==> config.mk <==
export PLATFORM = sky130hd
export DESIGN_NAME = dq_window_cal
export DESIGN_NICKNAME = d
export VERILOG_FILES = /design/src/rtl/dq_window_cal_pkg.sv /design/src/rtl/dq_window_cal_lane_win_tracker.sv /design/src/rtl/dq_window_cal.sv
export SDC_FILE = /design/constraint.sdc
export NUM_CORES = 1
export LEC_CHECK = 0
export CAP_MARGIN = 10
export CORE_MARGIN = 1.5
export CORE_UTILIZATION = 57
export CTS_CLUSTER_DIAMETER = 100
export DETAILED_ROUTE_END_ITERATION = 16
export PLACE_DENSITY = 0.85
export SYNTH_ARGS = -nofsm -noshare
export SYNTH_HDL_FRONTEND = slang
export SYNTH_HIERARCHICAL = 1
export SYNTH_SLANG_ARGS = --single-unit
==> constraint.sdc <==
create_clock -name MCLK90 -period 5.8 [get_ports MCLK90]
set_input_delay 1.74 -clock MCLK90 [delete_from_list [all_inputs] [get_ports MCLK90]]
set_output_delay 1.74 -clock MCLK90 [all_outputs]
set_load 0.005 [all_outputs]
==> src/rtl/dq_window_cal_pkg.sv <==
`default_nettype none
// ============================================================================
//  Module      : dq_window_cal_pkg
//  Description : Shared types and helpers for the DQ read-window calibrator:
//                top-level state encoding, per-lane tracker encoding and the
//                lane-good decode of a calibration read pair.
//  Revision    : 1.0 - initial release
// ============================================================================
package dq_window_cal_pkg;

  localparam int CAL_STATE_W = 3;
  localparam int TRK_STATE_W = 2;

  // Top-level calibration sequence
  typedef enum logic [CAL_STATE_W-1:0] {
    ST_IDLE   = 3'd0,
    ST_SWEEP  = 3'd1,
    ST_REZERO = 3'd2,
    ST_CENTRE = 3'd3,
    ST_DONE   = 3'd4,
    ST_FAIL   = 3'd5
  } cal_state_e;

  // Per-lane window search
  typedef enum logic [TRK_STATE_W-1:0] {
    TRK_SEEK   = 2'd0,
    TRK_INWIN  = 2'd1,
    TRK_CLOSED = 2'd2
  } trk_state_e;

  // A lane read is good when the pair came back as 0 then 1.
  function automatic logic lane_good(input logic [1:0] pair);
    return ~pair[0] & pair[1];
  endfunction

endpackage : dq_window_cal_pkg
`default_nettype wire

==> src/rtl/dq_window_cal_lane_win_tracker.sv <==
`default_nettype none
// ============================================================================
//  Module      : dq_window_cal_lane_win_tracker
//  Description : Finds the first run of at least MIN_WIN consecutive good
//                taps for one lane during the sweep. Keeps window start (WS)
//                and width (WW) and flags whether a usable window exists.
//  Revision    : 1.0 - initial release
// ============================================================================
module dq_window_cal_lane_win_tracker
  import dq_window_cal_pkg::*;
#(
  parameter int TAP_BITS = 6,
  parameter int MIN_WIN  = 5
) (
  input  logic                clk_i,
  input  logic                rst_ni,
  input  logic                clear_i,
  input  logic                update_i,
  input  logic                good_i,
  input  logic [TAP_BITS-1:0] tap_i,
  output logic [TAP_BITS-1:0] ws_o,
  output logic [TAP_BITS:0]   ww_o,
  output logic                valid_o
);

  localparam int             NTAPS  = 1 << TAP_BITS;
  localparam logic [TAP_BITS:0] WW_MAX = (TAP_BITS+1)'(NTAPS);
  localparam logic [TAP_BITS:0] WW_MIN = (TAP_BITS+1)'(MIN_WIN);

  trk_state_e          st_q, st_d;
  logic [TAP_BITS-1:0] ws_q, ws_d;
  logic [TAP_BITS:0]   ww_q, ww_d;

  // Tracker state and window registers
  always_ff @(posedge clk_i) begin
    if (!rst_ni) begin
      st_q <= TRK_SEEK;
      ws_q <= '0;
      ww_q <= '0;
    end else begin
      st_q <= st_d;
      ws_q <= ws_d;
      ww_q <= ww_d;
    end
  end

  // Window search: open on first good tap, drop short stutters, close on a
  // bad tap once the run is wide enough, then hold.
  always_comb begin
    st_d = st_q;
    ws_d = ws_q;
    ww_d = ww_q;
    if (clear_i) begin
      st_d = TRK_SEEK;
      ws_d = '0;
      ww_d = '0;
    end else if (update_i) begin
      case (st_q)
        TRK_SEEK: begin
          if (good_i) begin
            ws_d = tap_i;
            ww_d = (TAP_BITS+1)'(1);
            st_d = TRK_INWIN;
          end
        end
        TRK_INWIN: begin
          if (good_i) begin
            if (ww_q != WW_MAX) ww_d = ww_q + 1'b1;
          end else if (ww_q >= WW_MIN) begin
            st_d = TRK_CLOSED;
          end else begin
            st_d = TRK_SEEK;
            ww_d = '0;
          end
        end
        TRK_CLOSED: st_d = TRK_CLOSED;
        default:    st_d = TRK_SEEK;
      endcase
    end
  end

  assign ws_o    = ws_q;
  assign ww_o    = ww_q;
  // A window still open at the last tap counts once it is wide enough.
  assign valid_o = (st_q == TRK_CLOSED) || ((st_q == TRK_INWIN) && (ww_q >= WW_MIN));

endmodule : dq_window_cal_lane_win_tracker
`default_nettype wire

==> src/rtl/dq_window_cal.sv <==
`default_nettype none
// ============================================================================
//  Module      : dq_window_cal
//  Description : DQ read calibration for one I/O bank. Sweeps all delay taps,
//                locates a good-data window per lane (or one shared window),
//                then re-zeroes the delays and steps each lane to the centre
//                of its window. Reports per-lane failures and window values.
//  Revision    : 1.0 - initial release
// ============================================================================
module dq_window_cal
  import dq_window_cal_pkg::*;
#(
  parameter int LANES    = 12,
  parameter int TAP_BITS = 6,
  parameter int MIN_WIN  = 5,
  parameter int PER_LANE = 1
) (
  input  logic                          MCLK90,
  input  logic                          M90ResetL,
  input  logic                          Start,
  input  logic                          ReadValid,
  input  logic [2*LANES-1:0]            RB,
  output logic [LANES-1:0]              DlyInc,
  output logic                          DlyReset,
  output logic                          CalBusy,
  output logic                          CalDone,
  output logic                          CalFail,
  output logic [LANES-1:0]              FailLane,
  output logic [LANES*TAP_BITS-1:0]     WinStart,
  output logic [LANES*(TAP_BITS+1)-1:0] WinWidth
);

  localparam int                NTAPS    = 1 << TAP_BITS;
  localparam logic [TAP_BITS-1:0] LAST_TAP = TAP_BITS'(NTAPS - 1);
  localparam logic [TAP_BITS:0]   MAX_TGT  = (TAP_BITS+1)'(NTAPS - 1);

  cal_state_e          state_q, state_d;
  logic [TAP_BITS-1:0] tap_q, tap_d;          // sweep tap t, then centre count c
  logic [LANES-1:0]    dly_inc_q, dly_inc_d;
  logic                dly_reset_q, dly_reset_d;
  logic                busy_q, busy_d;
  logic                done_q, done_d;
  logic                fail_q, fail_d;
  logic [LANES-1:0]    fail_lane_q, fail_lane_d;

  logic                trk_clear_w;
  logic                trk_update_w;
  logic [LANES-1:0]    lane_good_w;
  logic [LANES-1:0]    g_w;
  logic [LANES-1:0]    valid_w;
  logic [LANES-1:0]    centre_inc_w;
  logic [LANES*TAP_BITS-1:0]     ws_w;
  logic [LANES*(TAP_BITS+1)-1:0] ww_w;

  // Choose what each tracker sees: its own lane, or the whole bank agreeing.
  if (PER_LANE != 0) begin : g_per_lane
    assign g_w = lane_good_w;
  end else begin : g_bank
    assign g_w = {LANES{&lane_good_w}};
  end

  for (genvar i = 0; i < LANES; i++) begin : g_lane
    logic [TAP_BITS:0] sum_w;
    logic [TAP_BITS:0] tgt_w;

    assign lane_good_w[i] = lane_good(RB[2*i +: 2]);

    dq_window_cal_lane_win_tracker #(
      .TAP_BITS (TAP_BITS),
      .MIN_WIN  (MIN_WIN)
    ) u_lane_win_tracker (
      .clk_i    (MCLK90),
      .rst_ni   (M90ResetL),
      .clear_i  (trk_clear_w),
      .update_i (trk_update_w),
      .good_i   (g_w[i]),
      .tap_i    (tap_q),
      .ws_o     (ws_w[i*TAP_BITS +: TAP_BITS]),
      .ww_o     (ww_w[i*(TAP_BITS+1) +: (TAP_BITS+1)]),
      .valid_o  (valid_w[i])
    );

    // Centre of window = start + width/2, clamped to the last tap.
    assign sum_w = {1'b0, ws_w[i*TAP_BITS +: TAP_BITS]}
                 + {1'b0, ww_w[i*(TAP_BITS+1) + 1 +: TAP_BITS]};
    assign tgt_w = (sum_w > MAX_TGT) ? MAX_TGT : sum_w;
    assign centre_inc_w[i] = ({1'b0, tap_q} < tgt_w);
  end

  // State and registered output update
  always_ff @(posedge MCLK90) begin
    if (!M90ResetL) begin
      state_q     <= ST_IDLE;
      tap_q       <= '0;
      dly_inc_q   <= '0;
      dly_reset_q <= 1'b0;
      busy_q      <= 1'b0;
      done_q      <= 1'b0;
      fail_q      <= 1'b0;
      fail_lane_q <= '0;
    end else begin
      state_q     <= state_d;
      tap_q       <= tap_d;
      dly_inc_q   <= dly_inc_d;
      dly_reset_q <= dly_reset_d;
      busy_q      <= busy_d;
      done_q      <= done_d;
      fail_q      <= fail_d;
      fail_lane_q <= fail_lane_d;
    end
  end

  // Sequencing: sweep all taps, judge windows, re-zero, step to centre.
  always_comb begin
    state_d      = state_q;
    tap_d        = tap_q;
    dly_inc_d    = '0;
    dly_reset_d  = 1'b0;
    busy_d       = busy_q;
    done_d       = done_q;
    fail_d       = fail_q;
    fail_lane_d  = fail_lane_q;
    trk_clear_w  = 1'b0;
    trk_update_w = 1'b0;
    case (state_q)
      ST_IDLE, ST_DONE, ST_FAIL: begin
        if (Start) begin
          trk_clear_w = 1'b1;
          tap_d       = '0;
          dly_reset_d = 1'b1;
          busy_d      = 1'b1;
          done_d      = 1'b0;
          fail_d      = 1'b0;
          fail_lane_d = '0;
          state_d     = ST_SWEEP;
        end
      end
      ST_SWEEP: begin
        if (ReadValid) begin
          trk_update_w = 1'b1;
          if (tap_q == LAST_TAP) begin
            state_d = ST_REZERO;
          end else begin
            dly_inc_d = '1;
            tap_d     = tap_q + 1'b1;
          end
        end
      end
      ST_REZERO: begin
        if (&valid_w) begin
          dly_reset_d = 1'b1;
          tap_d       = '0;
          state_d     = ST_CENTRE;
        end else begin
          fail_lane_d = ~valid_w;
          fail_d      = 1'b1;
          busy_d      = 1'b0;
          state_d     = ST_FAIL;
        end
      end
      ST_CENTRE: begin
        dly_inc_d = centre_inc_w;
        tap_d     = tap_q + 1'b1;
        if (tap_q == LAST_TAP) begin
          busy_d  = 1'b0;
          done_d  = 1'b1;
          state_d = ST_DONE;
        end
      end
      default: state_d = ST_IDLE;
    endcase
  end

  assign DlyInc   = dly_inc_q;
  assign DlyReset = dly_reset_q;
  assign CalBusy  = busy_q;
  assign CalDone  = done_q;
  assign CalFail  = fail_q;
  assign FailLane = fail_lane_q;
  assign WinStart = ws_w;
  assign WinWidth = ww_w;

endmodule : dq_window_cal
`default_nettype wire

**Run 1: metal 1**

Supply wires on this layer in grey.
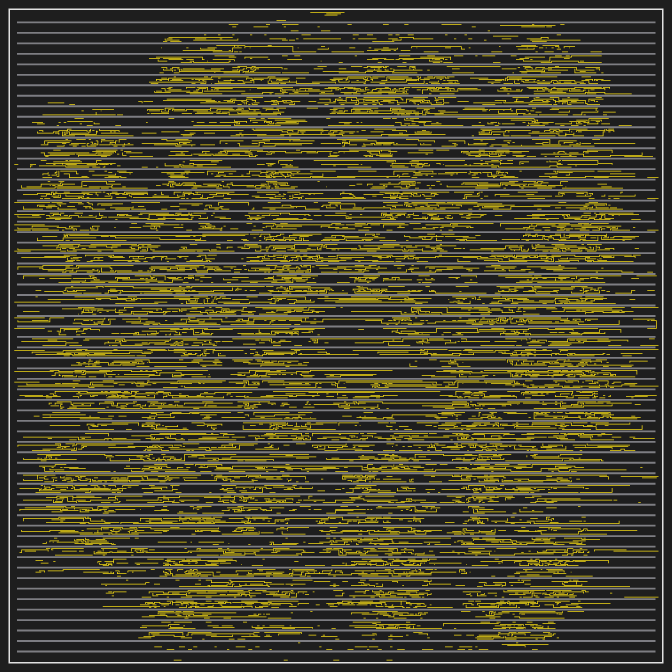
wire length on this layer: 19,200 um
main direction: horizontal
nets with wire on the layer: 2,064
share of all routed wire: 43%
longest straight run: 45.5 um

**Run 1: routing congestion**

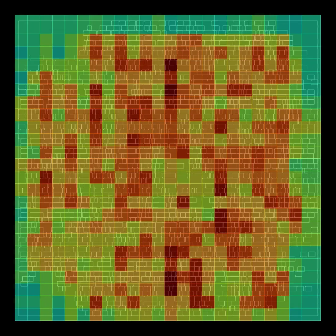
post-DR wirelength/cell: 18.4 um
most used routing layer in global routing: met2

==> ci_impl_report.md, run 1 <==
## Synthesis and layout report

| Metric | Value |
|---|---|
| Type of the worst setup path | input pin to register |
| Switching part of the total | 23.6% |
| Share of layout cells above drive strength 1 | 7.07% |
| Post-synth EDFFs | 0 |
| Cell at the slowest stage of the critical path | sky130_fd_sc_hd__clkdlybuf4s50_1 |
| Share of total power in combinational logic | 5.4% |
| Clock edge transition at the registers on the reported setup and hold paths | 0.06 ns |
| Number of I/O pins | 212 |
| Count of unresolved DRC violations after routing | 0 |
| Sequential Power | 1.51 mW |
| Normalized max-slew margin | 41.7% |
| Clk_buf instances | 41 |
| Number of cell rows | 60 |
| Top cells by count | sky130_fd_sc_hd__dfxtp_1 (217), sky130_fd_sc_hd__nor2_1 (188), sky130_fd_sc_hd__ha_1 (169) |
| Highest fanout seen on the critical path | 18 |
| Core Density at Floorplan | 58.2% |
| Cell resize tally after clock tree synthesis | 0 |
| Simple-gate area share of the yosys netlist | 27.1% |
| Chip area | 28,600 um2 |
| TritonCTS buffer count | 25 |
| Clock insertion delay at the later pin of the skew report | 0.53 ns |
| Final hold viol count | 0 |
| Share of synthesized cell area in full adder, half adder and majority cells | 15.0% |
| Maximum number of pins on one net before global-route repair | 52 |
| Wire length on met1 | 19,200 um |
| Most frequent cells in the layout | sky130_fd_sc_hd__dfxtp_1 (216), sky130_fd_sc_hd__clkdlybuf4s50_1 (211), sky130_fd_sc_hd__nor2_1 (187), sky130_fd_sc_hd__ha_1 (169), sky130_fd_sc_hd__a21oi_1 (133) |
| Core Area | 27,000 um2 |
| GR Overflow Total | 0 |
| Antenna violations before repair | 1 |
| Req. time, crit path | 6.18 ns |
| Vias after detailed routing | 15,500 |
| Crit. path cell count | 7 |
| Crit path largest cell delay | 0.53 ns |
| Inverters | 74 |
| Arrival time at the worst endpoint | 4.18 ns |
| Total iterations of the first detailed-routing run | 5 |
| Unrepaired setup endpoints after global routing | no |
| Met3 capacity usage during global routing | 4.03% |
| Result of the run | finished, final reports clean |
| Number of nets in the final layout | 2,271 |
| Startpoint of the tightest hold check path | CalDone |
| Cell internal pwr | 2.46 mW |
| Maximum clock path buffer count | 3 |
| Dominant register cell in the synthesized netlist | sky130_fd_sc_hd__dfxtp_1 |
| Maximum ir drop on the vdd rail | 189 uV |
| Height of the chip | 169 um |
| Part of the power in the clock network | 47.9% |
| Initial drt markers | 1,348 |
| Number of standard cells reported by yosys | 1,873 |
| Layout buffer count excluding clock buffers | 232 |
| Family with the most delay on the worst path | simple AND/OR/NAND/NOR gates |
| Register area | 4350 um2 |
| Post-route antenna net violation count | 0 |
**Run 1: signal wires on met4**

The bar under the picture is 50 um long. Supply wires on this layer in grey. Cells faint in the background.
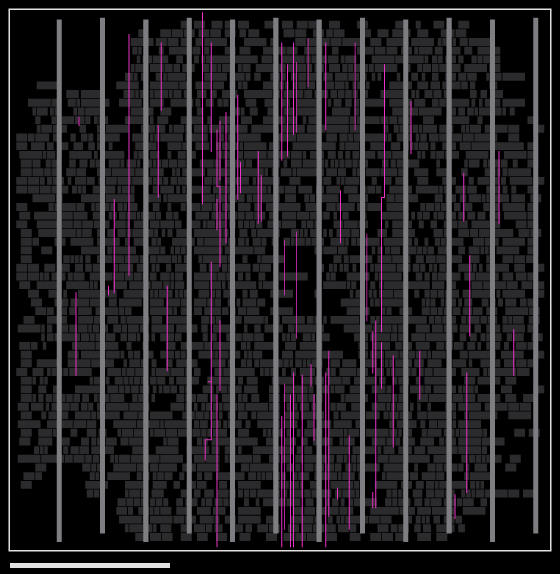
nets with wire on the layer: 43
wire length on this layer: 1,660 um
longest straight run: 75.5 um
share of all routed wire: 3.7%

**Run 1: placement by cell class**

The bar under the picture is 50 um long. Fill, decap, tap and diode cells in grey.
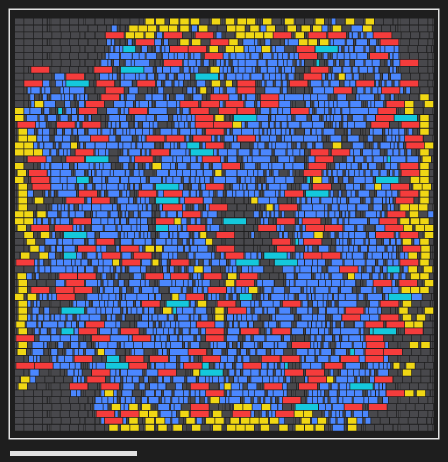

==> run 2, diff against run 1 <==
==> constraint.sdc (replaced) <==
create_clock -name MCLK90 -period 3.5 [get_ports MCLK90]
set_input_delay 1.05 -clock MCLK90 [delete_from_list [all_inputs] [get_ports MCLK90]]
set_output_delay 1.05 -clock MCLK90 [all_outputs]
set_load 0.005 [all_outputs]
**Run 2: placement by cell class**

The bar under the picture is 50 um long. Fill, decap, tap and diode cells in grey.
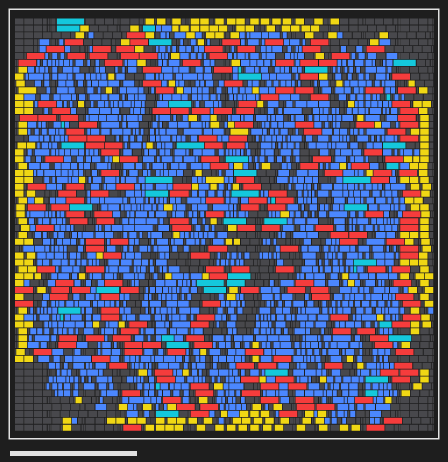
| colour | class | cells | share of their area |
|---|---|---|---|
| yellow | remaining buffers and delay cells | 265 | 14% |
| cyan | clock drivers and dummy loads | 44 | 4.9% |
| red | sequential cells | 217 | 23% |
| blue | combinational and other logic | 1,586 | 59% |

**Run 2: routing congestion**

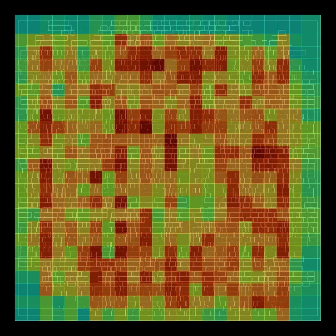
met1 demand-to-capacity share in global routing: 39.3%
post-layout util: 71.5%
met3 capacity usage during global routing: 4.69%
overall track demand over capacity in global routing: 30.8%

**Run 2: cell area per tile**

17 x 17 tiles, from white (low) to dark blue (high), 0 to 100% covered.
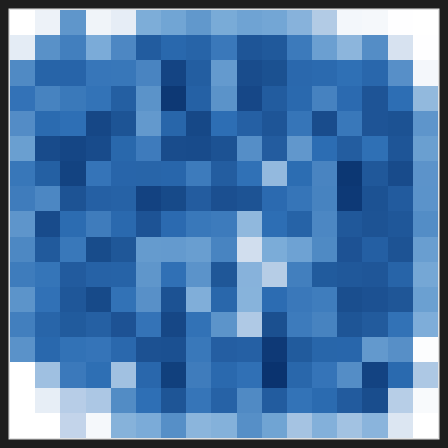
mean over tiles: 66%
fullest tile: 99%
tiles over 75% full: 45%

==> run 2 against run 1 <==
Sequential power up 66%. Final area is 2.2% higher. Synthesized cell count unchanged. Sequential cell count is the same. Register-to-register slack lost 2.3 ns. Clock skew grew 0.019 ns. Worst hold slack worse by 0.0031 ns. Global-route usage increased by 0.32 points. Routed wire length increased by 1.3%. Sequential share of layout area shrank 0.48 points. Critical path depth increased by 3. Critical endpoint is now DlyInc[5]. Largest power group unchanged.
==> ci_impl_report.md, run 2 <==
## Synthesis and layout report

| Metric | Value |
|---|---|
| Core Area | 27,000 um2 |
| Cell at the slowest stage of the critical path | sky130_fd_sc_hd__fa_1 |
| Maximum ir drop on the vdd rail | 298 uV |
| Arrival time at the worst endpoint | 3.70 ns |
| Layout buffer count excluding clock buffers | 265 |
| Most frequent cells in the layout | sky130_fd_sc_hd__dfxtp_1 (212), sky130_fd_sc_hd__clkdlybuf4s50_1 (211), sky130_fd_sc_hd__nor2_1 (187), sky130_fd_sc_hd__ha_1 (169), sky130_fd_sc_hd__a21oi_1 (133) |
| Share of total power in combinational logic | 5.5% |
| Normalized max-slew margin | 45.3% |
| Cell internal pwr | 4.47 mW |
| Crit path largest cell delay | 0.41 ns |
| Crit. path cell count | 10 |
| Sequential Power | 2.50 mW |
| Post-route setup slack | 0.294 ns |
| Switching part of the total | 22.4% |
| Result of the run | finished, final reports clean |
| Initial drt markers | 1,574 |
| Highest fanout seen on the critical path | 7 |
| Register area | 4350 um2 |
| Type of the worst setup path | register to register |
| Leading cell types by total area after synthesis | sky130_fd_sc_hd__dfxtp_1 (28%), sky130_fd_sc_hd__ha_1 (13%), sky130_fd_sc_hd__mux2i_1 (5.9%) |
| Number of cell rows | 60 |
| FF-to-FF setup slack | 0.29 ns |
| Req. time, crit path | 4.00 ns |
| Height of the chip | 169 um |
| Core Density at Floorplan | 58.2% |
| Post-DR wirelength/cell | 18.4 um |
| Clock edge transition at the registers on the reported setup and hold paths | 0.06 ns |
| Wire length on met1 | 18,800 um |
| Post-synth EDFFs | 0 |
| Share of layout cells above drive strength 1 | 8.85% |
| Number of standard cells reported by yosys | 1,873 |
| Maximum number of pins on one net before global-route repair | 50 |
| Most used routing layer in global routing | met2 |
| Post-route antenna net violation count | 0 |
| Simple-gate area share of the yosys netlist | 27.1% |
| Inverters | 74 |
| Antenna violations before repair | 1 |
| Family with the most delay on the worst path | AND-OR/OR-AND gates |
| GR Overflow Total | 0 |
| Clk_buf instances | 34 |
| Number of nets in the final layout | 2,304 |
| Part of the power in the clock network | 51.1% |
| Startpoint of the tightest hold check path | CalDone |
| Number of I/O pins | 212 |
| TritonCTS buffer count | 25 |
| Cell resize tally after clock tree synthesis | 0 |
| Unrepaired setup endpoints after global routing | no |
| Maximum clock path buffer count | 3 |
| Total iterations of the first detailed-routing run | 7 |
Power and IR drop assume default switching activity.
